--- src/rtl/silife_gen_scheduler.sv ---
// Generation scheduler for the 32x32 Game-of-Life grid: free-run, single-step
// and N-generation bursts, stalled by grid access, sync traffic and display frames.
module silife_gen_scheduler #(
   parameter int unsigned PERIOD_BITS = 24,
   parameter int unsigned BURST_BITS  = 16,
   parameter int unsigned COUNT_BITS  = 32
) (
   input  logic                   clk,
   input  logic                   reset,
   input  logic                   i_run,
   input  logic                   i_step,
   input  logic                   i_burst_start,
   input  logic [BURST_BITS-1:0]  i_burst_count,
   input  logic                   i_abort,
   input  logic [PERIOD_BITS-1:0] i_period,
   input  logic                   i_period_load,
   input  logic                   i_hold,
   input  logic                   i_sync_busy,
   input  logic                   i_frame_sync_en,
   input  logic                   i_frame_done,
   input  logic                   i_count_clear,
   output logic                   o_gen_en,
   output logic [COUNT_BITS-1:0]  o_gen_count,
   output logic [BURST_BITS-1:0]  o_burst_remaining,
   output logic                   o_active,
   output logic                   o_done
);

   localparam logic [1:0] S_IDLE       = 2'd0;
   localparam logic [1:0] S_ARMED      = 2'd1;
   localparam logic [1:0] S_FIRE       = 2'd2;
   localparam logic [1:0] S_FRAME_WAIT = 2'd3;

   logic [1:0]             r_state;
   logic [1:0]             w_state_nxt;
   logic                   r_step_pending;
   logic                   w_step_pending_nxt;
   logic [BURST_BITS-1:0]  r_burst_remaining;
   logic [BURST_BITS-1:0]  w_burst_nxt;
   logic [PERIOD_BITS-1:0] r_prescaler;
   logic [PERIOD_BITS-1:0] w_prescaler_nxt;
   logic [PERIOD_BITS-1:0] w_period_eff;
   logic [COUNT_BITS-1:0]  r_gen_count;
   logic [COUNT_BITS-1:0]  w_gen_count_nxt;
   logic                   r_gen_en;
   logic                   r_active;
   logic                   r_done;
   logic                   w_done_nxt;
   logic                   w_blocked;
   logic                   w_request_nxt;
   logic                   w_fire_ok;

   assign w_blocked    = i_hold | i_sync_busy;
   assign w_period_eff = (i_period == '0) ? PERIOD_BITS'(1) : i_period;

   // Requests as they stand after this cycle; abort beats new step/burst loads.
   always_comb begin : request_next
      w_step_pending_nxt = r_step_pending;
      w_burst_nxt        = r_burst_remaining;
      w_request_nxt      = 1'b0;
      if (i_abort) begin
         w_step_pending_nxt = 1'b0;
         w_burst_nxt        = '0;
      end else begin
         if (i_step) begin
            w_step_pending_nxt = 1'b1;
         end else if (r_state == S_FIRE) begin
            w_step_pending_nxt = 1'b0;
         end
         if (i_burst_start) begin
            w_burst_nxt = i_burst_count;
         end else if ((r_state == S_FIRE) && (r_burst_remaining != '0)) begin
            w_burst_nxt = r_burst_remaining - BURST_BITS'(1);
         end
      end
      w_request_nxt = w_step_pending_nxt | (w_burst_nxt != '0) | i_run;
   end

   // Next-state logic; a single step bypasses the prescaler.
   always_comb begin : fsm_next
      w_state_nxt = r_state;
      w_fire_ok   = (r_step_pending | (r_prescaler == '0)) & ~w_blocked;
      case (r_state)
         S_IDLE: begin
            if (w_request_nxt) w_state_nxt = S_ARMED;
         end
         S_ARMED: begin
            if (!w_request_nxt)  w_state_nxt = S_IDLE;
            else if (w_fire_ok)  w_state_nxt = S_FIRE;
         end
         S_FIRE: begin
            if (i_frame_sync_en)    w_state_nxt = S_FRAME_WAIT;
            else if (w_request_nxt) w_state_nxt = S_ARMED;
            else                    w_state_nxt = S_IDLE;
         end
         S_FRAME_WAIT: begin
            if (!i_frame_sync_en || i_frame_done) begin
               w_state_nxt = w_request_nxt ? S_ARMED : S_IDLE;
            end
         end
         default: w_state_nxt = S_IDLE;
      endcase
   end

   // Prescaler is reloaded as a fire is issued, so the FIRE cycle counts as period cycle one.
   always_comb begin : datapath_next
      w_prescaler_nxt = r_prescaler;
      w_gen_count_nxt = r_gen_count;
      w_done_nxt      = 1'b0;
      if (i_period_load || (w_state_nxt == S_FIRE)) begin
         w_prescaler_nxt = w_period_eff;
      end else if (((r_state == S_ARMED) || (r_state == S_FIRE)) && (r_prescaler != '0)) begin
         w_prescaler_nxt = r_prescaler - PERIOD_BITS'(1);
      end
      if (i_count_clear) begin
         w_gen_count_nxt = '0;
      end else if (r_state == S_FIRE) begin
         w_gen_count_nxt = r_gen_count + COUNT_BITS'(1);
      end
      w_done_nxt = (r_state == S_FIRE) && (r_burst_remaining == BURST_BITS'(1))
                   && !i_abort && !i_burst_start;
   end

   always_ff @(posedge clk) begin : state_regs
      if (reset) begin
         r_state           <= S_IDLE;
         r_step_pending    <= 1'b0;
         r_burst_remaining <= '0;
         r_prescaler       <= '0;
         r_gen_count       <= '0;
         r_gen_en          <= 1'b0;
         r_active          <= 1'b0;
         r_done            <= 1'b0;
      end else begin
         r_state           <= w_state_nxt;
         r_step_pending    <= w_step_pending_nxt;
         r_burst_remaining <= w_burst_nxt;
         r_prescaler       <= w_prescaler_nxt;
         r_gen_count       <= w_gen_count_nxt;
         r_gen_en          <= (w_state_nxt == S_FIRE);
         r_active          <= (w_state_nxt != S_IDLE) | w_request_nxt;
         r_done            <= w_done_nxt;
      end
   end

   assign o_gen_en          = r_gen_en;
   assign o_gen_count       = r_gen_count;
   assign o_burst_remaining = r_burst_remaining;
   assign o_active          = r_active;
   assign o_done            = r_done;

endmodule

--- config.mk ---
export PLATFORM = sky130hd
export DESIGN_NAME = silife_gen_scheduler
export DESIGN_NICKNAME = d
export VERILOG_FILES = /design/src/rtl/silife_gen_scheduler.sv
export SDC_FILE = /design/constraint.sdc
export NUM_CORES = 1
export LEC_CHECK = 0
export ABC_AREA = 0
export ABC_CLOCK_PERIOD_IN_PS = 3370
export CORE_UTILIZATION = 40
export CTS_CLUSTER_SIZE = 30
export DETAILED_ROUTE_END_ITERATION = 6
export HOLD_SLACK_MARGIN = 0.1
export PLACE_DENSITY_LB_ADDON = 0.08
export SLEW_MARGIN = 20
export SYNTH_ARGS = -nofsm -noshare
export SYNTH_HDL_FRONTEND = slang
export SYNTH_SLANG_ARGS = --single-unit
--- constraint.sdc ---
create_clock -name clk -period 3.37 [get_ports clk]
set_input_delay 1.011 -clock clk [delete_from_list [all_inputs] [get_ports clk]]
set_output_delay 1.011 -clock clk [all_outputs]
set_load 0.005 [all_outputs]
Fig. 1: clock nets
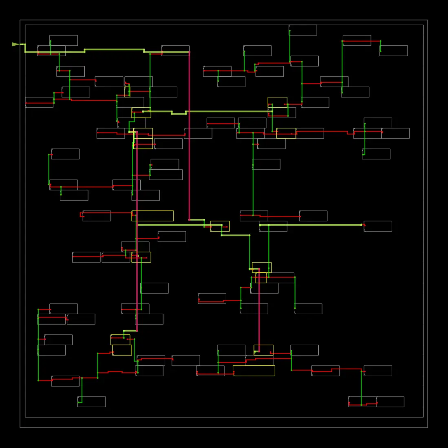
CTS Buf Count: 9
clk_buf instances: 12
clk latency late pin: 0.35 ns

Fig. 2: drive-strength map
The bar under the picture is 20 um long.
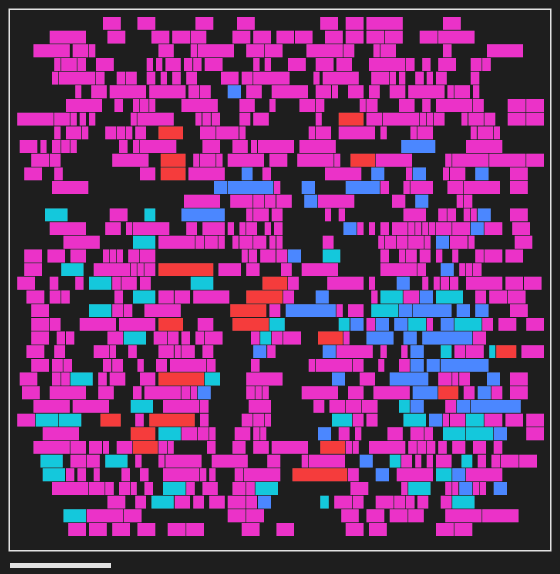
[_6 and larger] red | cells: 21 | share: 3.1%
[_2 cells] cyan | cells: 45 | share: 6.6%
[_3 and _4 cells] blue | cells: 58 | share: 8.5%
[_0 and _1 cells] magenta | cells: 560 | share: 82%

Fig. 3: routed metal, one color a layer
Two of the layers only.
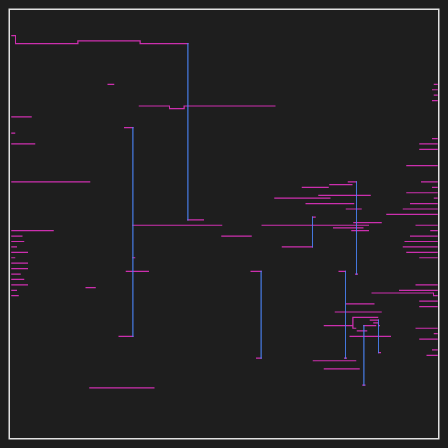
[metal 3] magenta | wire length: 568 um
[metal 4] blue | wire length: 194 um

Fig. 4: met4 routing
The bar under the picture is 20 um long. Cells faint in the background.
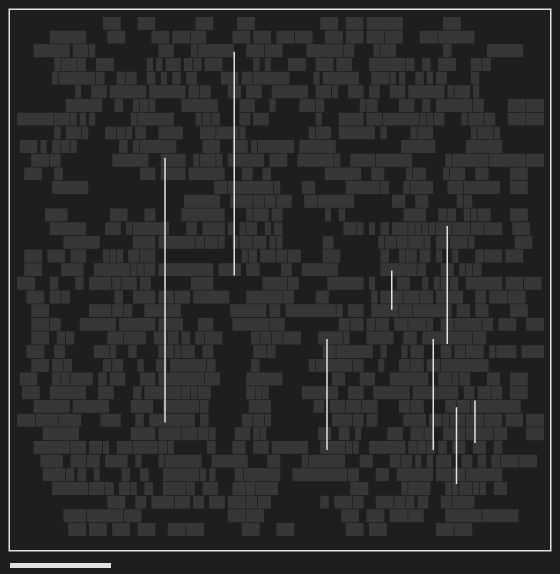
wire length on this layer: 194 um
longest straight run: 52.4 um
nets with wire on the layer: 7
share of all routed wire: 1.5%
main direction: vertical

Fig. 5: signal wires on met2
Cells faint in the background.
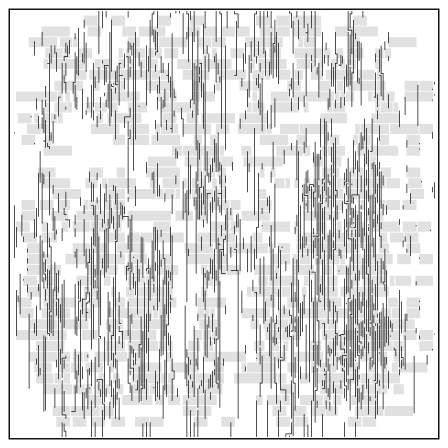
share of all routed wire: 48%
longest straight run: 37.1 um

==> notes.md <==
flow finished, numbers: status complete, no violations, yosys simple share 28.05%, Pwr Density 350.4 nW/um^2, final setup margin 0.1259 ns, hold slack 0.5104 ns, # setup viols final 0, HPWL Detailed 9067 um, Final Power 2.243 mW, area share, top type 35.15%, nets 740, vias in the first global route 4143, Tapcells 140, CP Launch Point r_state[0], DIE HEIGHT 107.4 um, combinational share of cell area 44.99%, initial antenna violation count 0, Root Driver clkbuf_8, postcts setup bufs 1, Post-DP Area 5879 sq um, H-tree Lvls 3, Comb area 2880 sq um, cycle use final 96.26%, Cell area leaders dfxtp_1 35%, nor2_1 6.6%, xor2_1 5.7%, Post-synth ARST share 0%, drt drc 0, pin count of the biggest net entering global routing 33, Critical Path Source Type flop, WHS Path Cells 2, Critical Path AT 3.47 ns, mapped cell area 4443 sq um, total leakage power 2.240 nW, switching share of power 26.88%, Slowest-stage cell, CP or4b_4, Yosys warnings 0, Dominant Register Cell dfxtp_1, Max clock buf depth 2, Post-synth top cells 78 x dfxtp_1, 78 x nor2_1, 37 x nand2_1, 34 x a21oi_1, 29 x xor2_1, Slew Viols, Final 0, XOR/XNOR Area Share 9.856%, cell taking the most area after synthesis dfxtp_1, Clk pwr share 35.3%, max reg flops 32, critical path, cell by cell inv_4, ha_4, nor3b_4, buf_4, nand4_4, or4b_4, o2111ai_4, nand2_2, a2111oi_4, buf_4, a41oi_4, buf_12, a21oi_1, a211oi_2, Comb group 455 uW, CTS clk-pin slew, worst paths 0.08 ns, Comb gates 420, global routing met3 resource utilization 3.632%, Core Footprint 10840 sq um, Unique cell types 62, IR drop worst, VDD 0.2449 mV, FF/Latch Area 1565 sq um, Chip Area, Yosys 4443 sq um, Synth Area per Inst 8.258 sq um, Min-Delay Path Class flop to flop, pre-CTS WS -0.3961 ns, row cnt 38, met2 usage 35.85%, Fin Setup TNS 0 ns, worst-case reg-to-reg path depth 14, Logic family by area simple AND/OR/NAND/NOR gates, Layout area overhead 44.10%, Boundary Pins 103, antenna viol nets, final 0, R2R Path Start r_state[0], Hold Startpoint o_gen_count[11], Commonest Layout Cell clkdlybuf4s50_1, Die W 107.4 um, DR vias/cell 5.475, Seq area share 24.45%, CP peak stage delay 0.56 ns, TritonCTS clock tree yes, P_seq 995 uW, utilization after layout 59.06%, drt pass-1 iters 6, CP Class flop to flop, tool warnings 30, slew margin rel. 49.77%, adder-cell area share of the yosys netlist 2.253%, most frequent cells in the layout 100 x clkdlybuf4s50_1, 77 x dfxtp_1, 76 x nor2_1, Int Pwr 1.640 mW, Clock Sinks 78, met3 WL 568 um, clock network area share 3.479%, ys flops 78, routability cong. 0.9116
Power figures rest on the tool's default switching activity, not on a simulated workload.
